--- src/rtl/riscv_ctrl_pkg.sv ---
// riscv_ctrl_pkg: shared encodings for the pipelined RV32I control unit.
//   - RV32I major opcode constants
//   - ALU control, immediate-format and writeback-select encodings
//   - ctrl_t: the control word produced in D and carried into E
//   - alu_from_funct3: funct3 -> ALU operation for OP / OP-IMM
package riscv_ctrl_pkg;

    localparam logic [6:0] OP_LOAD   = 7'b0000011;
    localparam logic [6:0] OP_STORE  = 7'b0100011;
    localparam logic [6:0] OP_BRANCH = 7'b1100011;
    localparam logic [6:0] OP_JAL    = 7'b1101111;
    localparam logic [6:0] OP_JALR   = 7'b1100111;
    localparam logic [6:0] OP_IMM    = 7'b0010011;
    localparam logic [6:0] OP_REG    = 7'b0110011;
    localparam logic [6:0] OP_LUI    = 7'b0110111;
    localparam logic [6:0] OP_AUIPC  = 7'b0010111;

    typedef enum logic [3:0] {
        ALU_ADD   = 4'b0000,
        ALU_SUB   = 4'b0001,
        ALU_AND   = 4'b0010,
        ALU_OR    = 4'b0011,
        ALU_XOR   = 4'b0100,
        ALU_SLT   = 4'b0101,
        ALU_SLTU  = 4'b0110,
        ALU_SLL   = 4'b0111,
        ALU_SRL   = 4'b1000,
        ALU_SRA   = 4'b1001,
        ALU_PASSB = 4'b1010
    } alu_op_t;

    typedef enum logic [2:0] {
        IMM_I = 3'b000,
        IMM_S = 3'b001,
        IMM_B = 3'b010,
        IMM_J = 3'b011,
        IMM_U = 3'b100
    } imm_src_t;

    typedef enum logic [1:0] {
        RES_ALU = 2'b00,
        RES_MEM = 2'b01,
        RES_PC4 = 2'b10
    } result_src_t;

    typedef struct packed {
        logic        reg_write;
        result_src_t result_src;
        logic        mem_write;
        logic        jump;
        logic        branch;
        alu_op_t     alu_ctrl;
        logic        alu_src_a;
        logic        alu_src_b;
        logic        pc_target_src;
        logic        illegal;
    } ctrl_t;

    // alt selects sub (funct3 000) or sra (funct3 101); callers decide
    // whether alt is meaningful for the opcode at hand.
    function automatic alu_op_t alu_from_funct3(input logic [2:0] f3, input logic alt);
        alu_op_t op;
        case (f3)
            3'b000:  op = alt ? ALU_SUB : ALU_ADD;
            3'b001:  op = ALU_SLL;
            3'b010:  op = ALU_SLT;
            3'b011:  op = ALU_SLTU;
            3'b100:  op = ALU_XOR;
            3'b101:  op = alt ? ALU_SRA : ALU_SRL;
            3'b110:  op = ALU_OR;
            default: op = ALU_AND;
        endcase
        return op;
    endfunction

endpackage

--- src/rtl/ctrl_decoder.sv ---
// ctrl_decoder: combinational D-stage instruction decode.
//   op, funct3, funct7_5 : instruction fields in D
//   ctrl                 : control word for the E/M/W pipeline
//   imm_src              : immediate format for the D-stage extender
// EXT_OPS=0 restricts the legal set to lw/sw/beq/addi/jal and R-type
// add/sub/slt/or/and. Illegal encodings yield an all-zero control word
// with only the illegal bit set.
module ctrl_decoder
    import riscv_ctrl_pkg::*;
#(
    parameter int EXT_OPS = 1
) (
    input  logic [6:0] op,
    input  logic [2:0] funct3,
    input  logic       funct7_5,
    output ctrl_t      ctrl,
    output logic [2:0] imm_src
);

    localparam bit EXT = (EXT_OPS != 0);

    ctrl_t    c;
    imm_src_t imm;
    logic     legal;

    always_comb begin
        c     = '0;
        imm   = IMM_I;
        legal = 1'b0;
        case (op)
            OP_LOAD: begin
                c.reg_write  = 1'b1;
                c.result_src = RES_MEM;
                c.alu_src_b  = 1'b1;
                c.alu_ctrl   = ALU_ADD;
                imm          = IMM_I;
                legal        = EXT ? (funct3 != 3'b011 && funct3[2:1] != 2'b11)
                                   : (funct3 == 3'b010);
            end
            OP_STORE: begin
                c.mem_write = 1'b1;
                c.alu_src_b = 1'b1;
                c.alu_ctrl  = ALU_ADD;
                imm         = IMM_S;
                legal       = EXT ? (funct3 <= 3'b010) : (funct3 == 3'b010);
            end
            OP_BRANCH: begin
                c.branch   = 1'b1;
                c.alu_ctrl = ALU_SUB;
                imm        = IMM_B;
                legal      = EXT ? (funct3[2:1] != 2'b01) : (funct3 == 3'b000);
            end
            OP_JAL: begin
                c.reg_write  = 1'b1;
                c.result_src = RES_PC4;
                c.jump       = 1'b1;
                c.alu_ctrl   = ALU_ADD;
                imm          = IMM_J;
                legal        = 1'b1;
            end
            OP_JALR: begin
                c.reg_write     = 1'b1;
                c.result_src    = RES_PC4;
                c.jump          = 1'b1;
                c.pc_target_src = 1'b1;
                c.alu_src_b     = 1'b1;
                c.alu_ctrl      = ALU_ADD;
                imm             = IMM_I;
                legal           = EXT && (funct3 == 3'b000);
            end
            OP_IMM: begin
                c.reg_write = 1'b1;
                c.alu_src_b = 1'b1;
                // instr[30] is an immediate bit except for the shifts
                c.alu_ctrl  = alu_from_funct3(funct3, funct7_5 && funct3 == 3'b101);
                imm         = IMM_I;
                legal       = EXT ? !(funct3 == 3'b001 && funct7_5)
                                  : (funct3 == 3'b000);
            end
            OP_REG: begin
                c.reg_write = 1'b1;
                c.alu_ctrl  = alu_from_funct3(funct3, funct7_5);
                legal       = EXT ? (!funct7_5 || funct3 == 3'b000 || funct3 == 3'b101)
                                  : ((funct3 == 3'b000 || funct3 == 3'b010 ||
                                      funct3[2:1] == 2'b11) &&
                                     (!funct7_5 || funct3 == 3'b000));
            end
            OP_LUI: begin
                c.reg_write = 1'b1;
                c.alu_src_b = 1'b1;
                c.alu_ctrl  = ALU_PASSB;
                imm         = IMM_U;
                legal       = EXT;
            end
            OP_AUIPC: begin
                c.reg_write = 1'b1;
                c.alu_src_a = 1'b1;
                c.alu_src_b = 1'b1;
                c.alu_ctrl  = ALU_ADD;
                imm         = IMM_U;
                legal       = EXT;
            end
            default: legal = 1'b0;
        endcase
        if (!legal) begin
            c   = '0;
            imm = IMM_I;
        end
        c.illegal = !legal;
    end

    assign ctrl    = c;
    assign imm_src = imm;

endmodule

--- src/rtl/pipelined_control_unit.sv ---
// pipelined_control_unit: RV32I control path for a 5-stage pipeline.
// Decodes in D (ctrl_decoder) and carries control through E, M and W.
//   clk, reset                        : clock, synchronous active-high reset
//   op_d, funct3_d, funct7_5_d        : instruction fields in D
//   flush_e                           : replace the instruction entering E by a bubble
//   zero_e, neg_e, carry_e, ovf_e     : ALU flags of A-B in E
//   imm_src_d, illegal_d              : D-stage decode outputs
//   alu_src_a_e .. result_src_e0      : E-stage controls
//   mem_write_m, reg_write_m, funct3_m: M-stage controls
//   reg_write_w, result_src_w         : W-stage controls
//   illegal_seen                      : sticky, set once an illegal instr reaches W
// ALU_CTRL_W must be at least 4; extra high bits read as zero.
module pipelined_control_unit
    import riscv_ctrl_pkg::*;
#(
    parameter int EXT_OPS    = 1,
    parameter int ALU_CTRL_W = 4
) (
    input  logic                  clk,
    input  logic                  reset,
    input  logic [6:0]            op_d,
    input  logic [2:0]            funct3_d,
    input  logic                  funct7_5_d,
    input  logic                  flush_e,
    input  logic                  zero_e,
    input  logic                  neg_e,
    input  logic                  carry_e,
    input  logic                  ovf_e,
    output logic [2:0]            imm_src_d,
    output logic                  illegal_d,
    output logic                  alu_src_a_e,
    output logic                  alu_src_b_e,
    output logic [ALU_CTRL_W-1:0] alu_control_e,
    output logic                  pc_src_e,
    output logic                  pc_target_src_e,
    output logic                  result_src_e0,
    output logic                  mem_write_m,
    output logic                  reg_write_m,
    output logic [2:0]            funct3_m,
    output logic                  reg_write_w,
    output logic [1:0]            result_src_w,
    output logic                  illegal_seen
);

    ctrl_t       ctrl_d;
    ctrl_t       ctrl_e;
    logic [2:0]  funct3_e;
    result_src_t result_src_m;
    logic        illegal_m;
    logic        taken;

    ctrl_decoder #(.EXT_OPS(EXT_OPS)) u_dec (
        .op       (op_d),
        .funct3   (funct3_d),
        .funct7_5 (funct7_5_d),
        .ctrl     (ctrl_d),
        .imm_src  (imm_src_d)
    );

    assign illegal_d = ctrl_d.illegal;

    always_ff @(posedge clk) begin
        if (reset) begin
            ctrl_e       <= '0;
            funct3_e     <= '0;
            reg_write_m  <= 1'b0;
            result_src_m <= RES_ALU;
            mem_write_m  <= 1'b0;
            funct3_m     <= '0;
            illegal_m    <= 1'b0;
            reg_write_w  <= 1'b0;
            result_src_w <= '0;
            illegal_seen <= 1'b0;
        end else begin
            if (flush_e) begin
                ctrl_e   <= '0;
                funct3_e <= '0;
            end else begin
                ctrl_e   <= ctrl_d;
                funct3_e <= funct3_d;
            end
            reg_write_m  <= ctrl_e.reg_write;
            result_src_m <= ctrl_e.result_src;
            mem_write_m  <= ctrl_e.mem_write;
            funct3_m     <= funct3_e;
            illegal_m    <= ctrl_e.illegal;
            reg_write_w  <= reg_write_m;
            result_src_w <= result_src_m;
            // set on the edge the illegal instruction moves M -> W
            illegal_seen <= illegal_seen | illegal_m;
        end
    end

    // Branch condition from the flags of A-B: lt = neg^ovf, ltu = !carry.
    always_comb begin
        taken = 1'b0;
        case (funct3_e)
            3'b000:  taken = zero_e;
            3'b001:  taken = !zero_e;
            3'b100:  taken = neg_e ^ ovf_e;
            3'b101:  taken = !(neg_e ^ ovf_e);
            3'b110:  taken = !carry_e;
            3'b111:  taken = carry_e;
            default: taken = 1'b0;
        endcase
    end

    assign pc_src_e        = ctrl_e.jump | (ctrl_e.branch & taken);
    assign pc_target_src_e = ctrl_e.pc_target_src;
    assign alu_src_a_e     = ctrl_e.alu_src_a;
    assign alu_src_b_e     = ctrl_e.alu_src_b;
    assign alu_control_e   = ALU_CTRL_W'(ctrl_e.alu_ctrl);
    assign result_src_e0   = (ctrl_e.result_src == RES_MEM);

endmodule

--- config.mk ---
export PLATFORM = sky130hd
export DESIGN_NAME = pipelined_control_unit
export DESIGN_NICKNAME = d
export VERILOG_FILES = /design/src/rtl/riscv_ctrl_pkg.sv /design/src/rtl/ctrl_decoder.sv /design/src/rtl/pipelined_control_unit.sv
export SDC_FILE = /design/constraint.sdc
export NUM_CORES = 1
export LEC_CHECK = 0
export ABC_AREA = 1
export CAP_MARGIN = 10
export CELL_PAD_IN_SITES_DETAIL_PLACEMENT = 1
export CELL_PAD_IN_SITES_GLOBAL_PLACEMENT = 1
export CORE_MARGIN = 4
export CORE_UTILIZATION = 35
export DETAILED_ROUTE_END_ITERATION = 10
export PLACE_DENSITY = 0.9
export SYNTH_ARGS = -nofsm -noshare
export SYNTH_HDL_FRONTEND = slang
export SYNTH_SLANG_ARGS = --single-unit
--- constraint.sdc ---
create_clock -name clk -period 1.89 [get_ports clk]
set_input_delay 0.189 -clock clk [delete_from_list [all_inputs] [get_ports clk]]
set_output_delay 0.189 -clock clk [all_outputs]
set_load 0.02 [all_outputs]
==> reports/qor.yml <==
run_status:
  status: "finished clean"
drt:
  routed_wl_um: 3456
  dr.pass1.iters: 4
  vias_per_cell: 4.492
  ant_nets: 0
  drc_errors: 0
finish:
  final_nets: 270
  drive_gt1_share_pct: 24.11
  antenna_cells: 0
critical_path:
  start_kind: "primary input"
  crit_slowest_cell: "clkdlybuf4s50_1"
  r2r_end: "funct3_m[0]$_SDFF_PP0_"
  reg2regPathDepth: 2
  arrival_ns: 1.55
  cp_max_fo: 2
  path_cells: "clkdlybuf4s50_1 -> xor2_1 -> nand2_1 -> o21ai_0 -> nand2_1 -> nand3_1 -> nand2_1 -> nand2_1 -> dlygate4sd2_1"
  crit_top_cell: "nand2_1"
  worstReg2RegStart: "funct3_e[0]$_SDFF_PP0_"
floorplan:
  num_rows: 22
  die_h_um: 69.96
  chipArea_um2: 4894
  die_w_um: 69.96
  initCoreUtil_pct: 36.43
hold_path:
  hold_class: "primary input to flop"
  whs_path_depth: 3
  holdPathEnd: "funct3_e[0]$_SDFF_PP0_"
clock_network:
  insertion_delay_ns: 0.27
  cts_hold_buf: 0
  clkTransAtPathRegs_ns: 0.06
  cts.sinks: 29
logic_synthesis:
  yosys-stat-cells: 190
  yosysWarnings: 0
  numSynthFlops: 29
  ys_area_um2: 1344
  topCellsByArea: "dfxtp_1 (43%), nor2_1 (11%), inv_1 (8.1%)"
  synthArstFlopShare_pct: 0
  synth-edff-count: 0
  syn-num-nets: 208
place:
  post_dp_cell_area_um2: 1909
  place.gp.congestion: 0.8305
  dp_worst_setup_slack_ns: -0.4272
final_timing:
  setup_tns_ns: 0
  period_used_pct: 92.18
  tightest_slew_ns: 0.3363
  worst_slack_ns: 0.1478
  slew_headroom_pct: 77.58
  finalSetupViolCount: 0
global_routing:
  overflow: 0
  grtUsageMet1_pct: 17.15
  grtUsageTotal_pct: 16.03
  grt_max_degree: 13
flow_run:
  warning_count: 26
  drv_cap: 0
pwr:
  ir_drop_v: 0.0002007
  p_leak_nw: 0.9481
  power.clock.fraction_pct: 38.1
-- repair_timing --
action / CTS / global route
buffers inserted: 1 / 0
pin swaps: 1 / 3
endpoints found under the setup margin: 5 / 4
gates resized: 17 / 11
-- registers in the layout, indices dropped and copies added (netlist names), 2 cells and up --
name	flops
funct3_e	3
ctrl_e	7
result_src_m	2
alu_control_e	4
result_src_w	2
funct3_m	3
-- worst max-delay path by stage --
stage | end | start
2_1_floorplan | imm_src_d[0] | op_d[3]
3_5_place_dp | imm_src_d[0] | funct3_d[2]
3_3_place_gp | imm_src_d[0] | funct3_d[2]
4_1_cts | illegal_d | funct3_d[1]
6_report | pc_src_e | neg_e
5_1_grt | imm_src_d[0] | op_d[5]
-- cell families after synthesis --
| group | synth area share [%] |
|---|---|
| buffers and inverters | 12.38 |
| AOI/OAI and AO/OA | 4.469 |
| xor gates and xnor gates | 1.304 |
| DFF | 43.20 |
| and+or+nand+nor | 38.64 |
-- layout by cell type (no fill, tap or decap) --
master | netlist | layout
nor3b_1 | 1 | 1
clkdlybuf4s50_1 | 0 | 24
o21bai_1 | 1 | 1
clkbuf_1 | 1 | 1
inv_1 | 29 | 28
nor3_2 | 1 | 1
nor2_1 | 40 | 39
nand2_1 | 29 | 29
o211ai_1 | 2 | 2
xor2_1 | 2 | 2
dlygate4sd2_1 | 0 | 6
o21ai_0 | 2 | 2
clkbuf_8 | 0 | 5
nand3_1 | 15 | 15
buf_4 | 4 | 24
nor3_1 | 2 | 2
nor2_4 | 2 | 3
dfxtp_1 | 29 | 29
inv_2 | 2 | 3
a21boi_0 | 1 | 1
a21oi_1 | 4 | 4
nor2_2 | 15 | 15
dlymetal6s2s_1 | 0 | 6
buf_2 | 1 | 2
clkinv_2 | 0 | 2
nand2_2 | 5 | 5
nand3_2 | 1 | 1
-- power groups by stage --
stage | logic [W] | registers, W | clock network (W)
global route | 0.000177 | 0.000623 | 0.000527
detailed placement | 0.000160 | 0.000635 | 0
global placement | 0.000155 | 0.000635 | 0
floorplan | 0.0000665 | 0.000639 | 0
CTS | 0.000158 | 0.000622 | 0.000497
finish | 0.000156 | 0.000622 | 0.000478
-- per-stage QoR --
step           instances  hold WS [ns]
2_1_floorplan        190        0.2602
3_3_place_gp         292        0.3890
3_5_place_dp         292        0.3968
4_1_cts              301        0.4056
5_1_grt              301        0.4265
6_report             301        0.3952
-- routing by layer --
metal,routed length (um),up-vias
li1,-,692
met1,1423,615
met2,1732,35
met3,188,10
met4,111,0
met5,0,-
-- tightest hold or removal path, stage by stage --
cell and delay (ns):
dlymetal6s2s_1 0.20, inv_1 0.17, nor2_1 0.06
-- area by class of cell --
class / count / area (um2)
fill: 477 / 1687
multi-input combinational: 123 / 604.3
sequential: 29 / 580.6
timing repair buffer: 62 / 558.0
inverter: 31 / 116.4
clock buffer: 6 / 72.57
tap: 48 / 60.06
clock inverter: 2 / 10.01
**Track usage over the die**

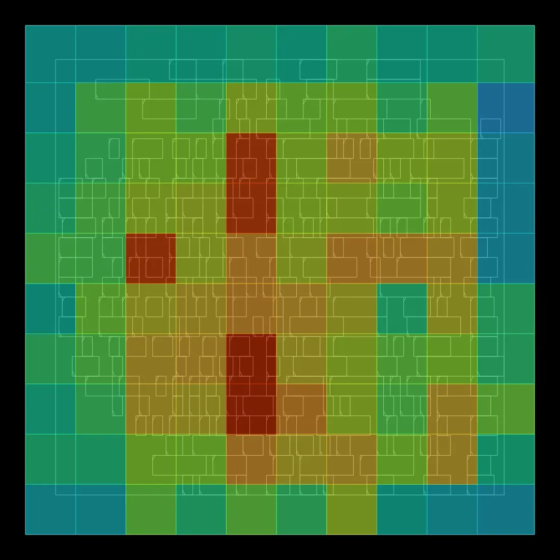
GRT busiest layer: met2
routed len/inst: 11.48 um

**Register map, names as in the netlist**

Bar = 20 um. Other sequential cells in the stronger gray, the rest of the logic in the fainter gray.
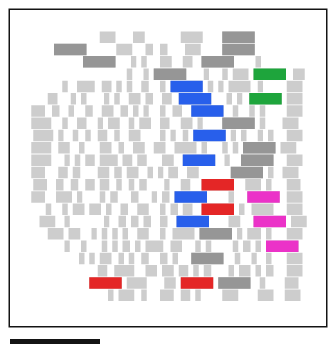
alu_control_e: in red, flops 4. funct3_m: in magenta, flops 3. ctrl_e: in blue, flops 7. result_src_w: in green, flops 2.

**Wiring by layer**

Only two layers are drawn.
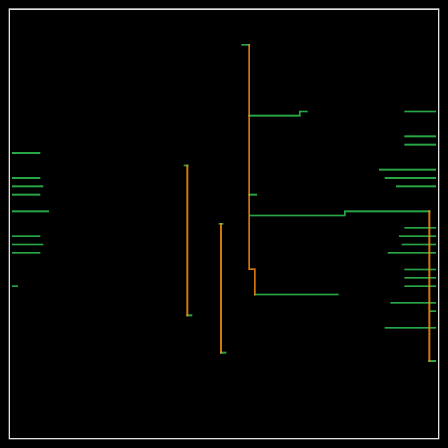
met4: in orange, wire length 112 um. met3: in green, wire length 188 um.

**Logic cells by family**

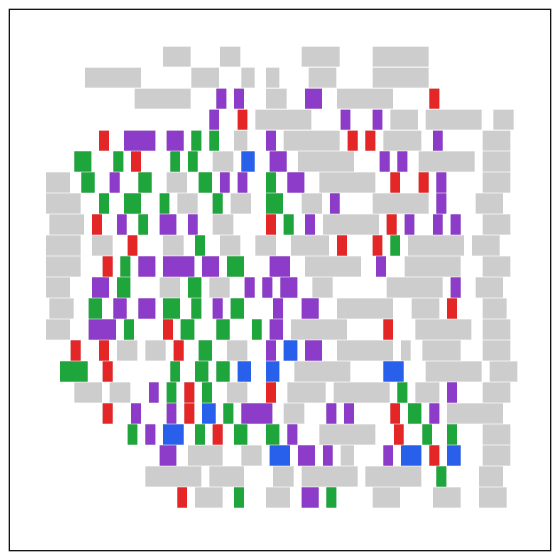
NOR gates: in purple, cells 61, most used nor2_1. inverting AOI/OAI gates: in blue, cells 10, most used a21oi_1. inverters: in red, cells 31, most used inv_1. NAND gates: in green, cells 50, most used nand2_1.

Power is estimated from default activity; no workload was simulated.
